==> src/rtl/frame_sequencer.sv <==
// -----------------------------------------------------------------------------
// frame_sequencer
//
// Schedules one frame through the capture -> grayscale -> filter pipeline and
// drives the enable / direction strobes of the two frame memories and the
// processing engines. Supports single-shot and continuous operation, a sticky
// "stop after this frame" request, a per-phase watchdog and a wrapping
// completed-frame counter.
//
// Ports
//   clk          system clock, rising edge
//   rst_n        asynchronous active-low reset
//   start        begin sequencing (only looked at in IDLE or ERROR)
//   stop         halt after the current frame completes
//   continuous   1 = run frames back-to-back, 0 = one frame per start
//   cam_done     capture into RWM_1 finished
//   gs_done      grayscale pass (RWM_1 -> RWM_2) finished
//   rd_done      readout of RWM_2 into the filter/display finished
//   cam_en       camera/image source enable
//   rwm1_en      RWM_1 enable
//   rwm1_rw      RWM_1 direction, 1 = write, 0 = read
//   rwm2_en      RWM_2 enable
//   rwm2_rw      RWM_2 direction, 1 = write, 0 = read
//   gs_en        grayscaler enable
//   flt_en       filter/display path enable
//   busy         high in CAPTURE, GRAY, FILTER and DONE
//   frame_done   one-cycle pulse per completed frame
//   timeout_err  high while parked in ERROR
//   frame_count  completed frames, wraps at 2^CNT_W
//   state        current state code (debug)
// -----------------------------------------------------------------------------
module frame_sequencer #(
    parameter int                   TIMEOUT_W = 24,
    parameter logic [TIMEOUT_W-1:0] TIMEOUT   = 24'd1000000,
    parameter int                   CNT_W     = 8
) (
    input  logic             clk,
    input  logic             rst_n,
    input  logic             start,
    input  logic             stop,
    input  logic             continuous,
    input  logic             cam_done,
    input  logic             gs_done,
    input  logic             rd_done,
    output logic             cam_en,
    output logic             rwm1_en,
    output logic             rwm1_rw,
    output logic             rwm2_en,
    output logic             rwm2_rw,
    output logic             gs_en,
    output logic             flt_en,
    output logic             busy,
    output logic             frame_done,
    output logic             timeout_err,
    output logic [CNT_W-1:0] frame_count,
    output logic [2:0]       state
);

    typedef enum logic [2:0] {
        S_IDLE    = 3'd0,
        S_CAPTURE = 3'd1,
        S_GRAY    = 3'd2,
        S_FILTER  = 3'd3,
        S_DONE    = 3'd4,
        S_ERROR   = 3'd5
    } state_t;

    // Last watchdog value a phase may reach before it is declared hung.
    localparam logic [TIMEOUT_W-1:0] WD_LAST = TIMEOUT - 1'b1;

    state_t               state_q,       state_d;
    logic                 stop_pend_q,   stop_pend_d;
    logic [TIMEOUT_W-1:0] wd_q,          wd_d;
    logic [CNT_W-1:0]     cnt_q,         cnt_d;

    logic cam_en_q,      cam_en_d;
    logic rwm1_en_q,     rwm1_en_d;
    logic rwm1_rw_q,     rwm1_rw_d;
    logic rwm2_en_q,     rwm2_en_d;
    logic rwm2_rw_q,     rwm2_rw_d;
    logic gs_en_q,       gs_en_d;
    logic flt_en_q,      flt_en_d;
    logic busy_q,        busy_d;
    logic frame_done_q,  frame_done_d;
    logic timeout_err_q, timeout_err_d;

    logic in_phase;
    logic in_busy;

    // -------------------------------------------------------------------------
    // Next-state, watchdog, stop request and frame counter
    // -------------------------------------------------------------------------
    always_comb begin
        state_d     = state_q;
        stop_pend_d = stop_pend_q;
        wd_d        = wd_q;
        cnt_d       = cnt_q;
        in_phase    = 1'b0;
        in_busy     = 1'b0;

        case (state_q)
            S_IDLE: begin
                if (start) state_d = S_CAPTURE;
            end
            S_CAPTURE: begin
                in_phase = 1'b1;
                in_busy  = 1'b1;
                // done takes priority over a coincident watchdog expiry
                if (cam_done)            state_d = S_GRAY;
                else if (wd_q == WD_LAST) state_d = S_ERROR;
            end
            S_GRAY: begin
                in_phase = 1'b1;
                in_busy  = 1'b1;
                if (gs_done)             state_d = S_FILTER;
                else if (wd_q == WD_LAST) state_d = S_ERROR;
            end
            S_FILTER: begin
                in_phase = 1'b1;
                in_busy  = 1'b1;
                if (rd_done)             state_d = S_DONE;
                else if (wd_q == WD_LAST) state_d = S_ERROR;
            end
            S_DONE: begin
                in_busy = 1'b1;
                // stop_pend is the registered copy, so a stop arriving in
                // DONE itself only takes effect at the end of the next frame
                if (continuous && !stop_pend_q) state_d = S_CAPTURE;
                else                            state_d = S_IDLE;
            end
            S_ERROR: begin
                if (start) state_d = S_CAPTURE;
            end
            default: begin
                state_d = S_IDLE;
            end
        endcase

        if (stop && in_busy) stop_pend_d = 1'b1;
        // Entering IDLE consumes any pending stop (wins over a new one)
        if (state_d == S_IDLE && state_q != S_IDLE) stop_pend_d = 1'b0;

        if (state_d != state_q) wd_d = '0;
        else if (in_phase)      wd_d = wd_q + 1'b1;
        else                    wd_d = '0;

        if (state_d == S_DONE && state_q != S_DONE) cnt_d = cnt_q + 1'b1;
    end

    // -------------------------------------------------------------------------
    // Output decode from the next state, registered alongside it so that the
    // strobes always match the registered state code
    // -------------------------------------------------------------------------
    always_comb begin
        cam_en_d      = 1'b0;
        rwm1_en_d     = 1'b0;
        rwm1_rw_d     = 1'b0;
        rwm2_en_d     = 1'b0;
        rwm2_rw_d     = 1'b0;
        gs_en_d       = 1'b0;
        flt_en_d      = 1'b0;
        busy_d        = 1'b0;
        frame_done_d  = 1'b0;
        timeout_err_d = 1'b0;

        case (state_d)
            S_CAPTURE: begin
                cam_en_d  = 1'b1;
                rwm1_en_d = 1'b1;
                rwm1_rw_d = 1'b1;
                busy_d    = 1'b1;
            end
            S_GRAY: begin
                gs_en_d   = 1'b1;
                rwm1_en_d = 1'b1;
                rwm2_en_d = 1'b1;
                rwm2_rw_d = 1'b1;
                busy_d    = 1'b1;
            end
            S_FILTER: begin
                rwm2_en_d = 1'b1;
                flt_en_d  = 1'b1;
                busy_d    = 1'b1;
            end
            S_DONE: begin
                busy_d       = 1'b1;
                frame_done_d = 1'b1;
            end
            S_ERROR: begin
                timeout_err_d = 1'b1;
            end
            default: begin
            end
        endcase
    end

    // -------------------------------------------------------------------------
    // State and registered outputs
    // -------------------------------------------------------------------------
    always_ff @(posedge clk or negedge rst_n) begin
        if (!rst_n) begin
            state_q       <= S_IDLE;
            stop_pend_q   <= 1'b0;
            wd_q          <= '0;
            cnt_q         <= '0;
            cam_en_q      <= 1'b0;
            rwm1_en_q     <= 1'b0;
            rwm1_rw_q     <= 1'b0;
            rwm2_en_q     <= 1'b0;
            rwm2_rw_q     <= 1'b0;
            gs_en_q       <= 1'b0;
            flt_en_q      <= 1'b0;
            busy_q        <= 1'b0;
            frame_done_q  <= 1'b0;
            timeout_err_q <= 1'b0;
        end else begin
            state_q       <= state_d;
            stop_pend_q   <= stop_pend_d;
            wd_q          <= wd_d;
            cnt_q         <= cnt_d;
            cam_en_q      <= cam_en_d;
            rwm1_en_q     <= rwm1_en_d;
            rwm1_rw_q     <= rwm1_rw_d;
            rwm2_en_q     <= rwm2_en_d;
            rwm2_rw_q     <= rwm2_rw_d;
            gs_en_q       <= gs_en_d;
            flt_en_q      <= flt_en_d;
            busy_q        <= busy_d;
            frame_done_q  <= frame_done_d;
            timeout_err_q <= timeout_err_d;
        end
    end

    assign cam_en      = cam_en_q;
    assign rwm1_en     = rwm1_en_q;
    assign rwm1_rw     = rwm1_rw_q;
    assign rwm2_en     = rwm2_en_q;
    assign rwm2_rw     = rwm2_rw_q;
    assign gs_en       = gs_en_q;
    assign flt_en      = flt_en_q;
    assign busy        = busy_q;
    assign frame_done  = frame_done_q;
    assign timeout_err = timeout_err_q;
    assign frame_count = cnt_q;
    assign state       = state_q;

endmodule

==> config.mk <==
export PLATFORM = sky130hd
export DESIGN_NAME = frame_sequencer
export DESIGN_NICKNAME = d
export VERILOG_FILES = /design/src/rtl/frame_sequencer.sv
export SDC_FILE = /design/constraint.sdc
export NUM_CORES = 1
export LEC_CHECK = 0
export CORE_UTILIZATION = 30
export CTS_CLUSTER_DIAMETER = 80
export DETAILED_ROUTE_END_ITERATION = 6
export MAX_ROUTING_LAYER = met4
export SYNTH_ARGS = -nofsm -noshare
export SYNTH_HDL_FRONTEND = slang
export SYNTH_SLANG_ARGS = --single-unit
==> constraint.sdc <==
create_clock -name clk -period 1.55 [get_ports clk]
set_input_delay 0.31 -clock clk [delete_from_list [all_inputs] [get_ports clk]]
set_output_delay 0.31 -clock clk [all_outputs]
set_load 0.05 [all_outputs]
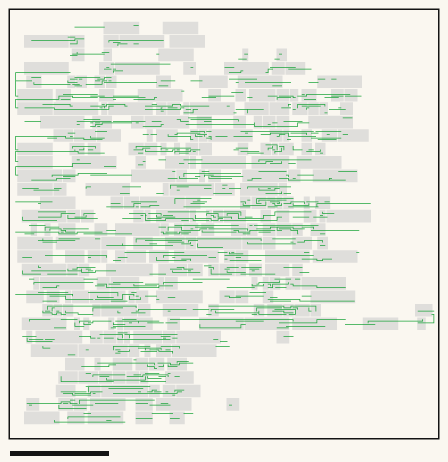
(signal wires on met1)
Bar = 20 µm. Cells faint in the background.
- longest straight run: 25.3 µm
- main direction: horizontal
- share of all routed wire: 48%
final wirelength: 4880 µm
GR Util met1: 18.4%
total number of vias: 1732

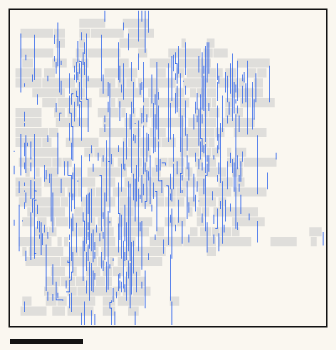
(metal 2)
Bar = 20 µm. Cells faint in the background.
- longest straight run: 35.4 µm
- nets with wire on the layer: 264
M2 GR Usage: 21.6%

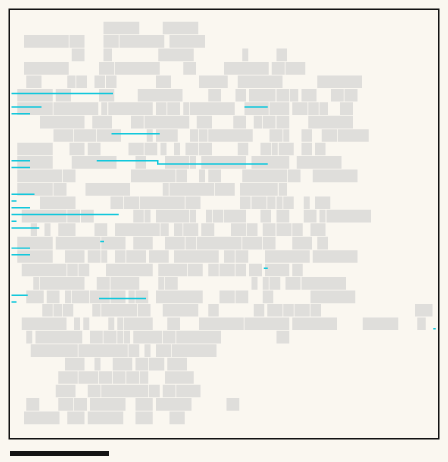
(met3 routing)
Bar = 20 µm. Cells faint in the background.
- main direction: horizontal
- wire length on this layer: 141 µm
- nets with wire on the layer: 18
GR Util met3: 3.14%

==> impl_metrics.tcl <==
# metrics dict for downstream scripts
set metrics [dict create \
    cp_data_arrival_time_ps 1900 \
    finalWorstSetupSlack_ps -162 \
    final_area_mm2 0.00348 \
    ys_cells 205 \
    num_io_pins 29 \
    buffer_area_share_pct 26.7 \
    cts_buffers 5 \
    seq_power_mw 1.60 \
    setup_violations 36 \
    violations "negative setup slack" \
    comb_cells 147 \
    inv_count 8 \
    cts.sinks 44 \
    rrSetupSlack_ps -160 \
    grt_pass1_vias 1638 \
    cp-startpoint "state[1]$_DFF_PN0_" \
    met3WireLength_um 141 \
    r2r-end "wd_q[7]$_DFF_PN0_" \
    nClkBuffers 6 \
    tap_cells 96 \
    insertedDiodeCount 0 \
    ys_sh_simple_pct 24.7 \
    comb_power_mw 3.76 \
    logic_family "simple AND/OR/NAND/NOR gates" \
    crit_family "AND-OR/OR-AND gates" \
    switching_share_pct 42.0 \
    fmax_mhz 584 \
    grt_max_degree 45 \
    die_width_um 86.6 \
    seq_cells 44 \
    drtIter0Drc 63 \
    fp.dieH_um 86.6 \
    post-route-util_pct 50.7 \
    layout_top_cell "buf_4" \
    dpl_worst_slack_ps -371 \
    postCtsSetupBuffers 10 \
    final_nets 300 \
    status "complete, but fails checks" \
    antenna_found_initial 0 \
    top_area_cell "dfrtp_1" \
    clk_latency_ps 300 \
    warning_count 29 \
    htree_num_levels 2 \
    worst_setup_path_start_kind "flip-flop" \
    grtUsageTotal_pct 14.0 \
    root_buffer "clkbuf_8" \
    lay_top_cells "buf_4, dfrtp_1, nor2_2, buf_12, xnor2_1" \
    clock_path_buffers 2 \
    logic_area_mm2 0.00121 \
    clk_pin_slew_ps 90 \
]
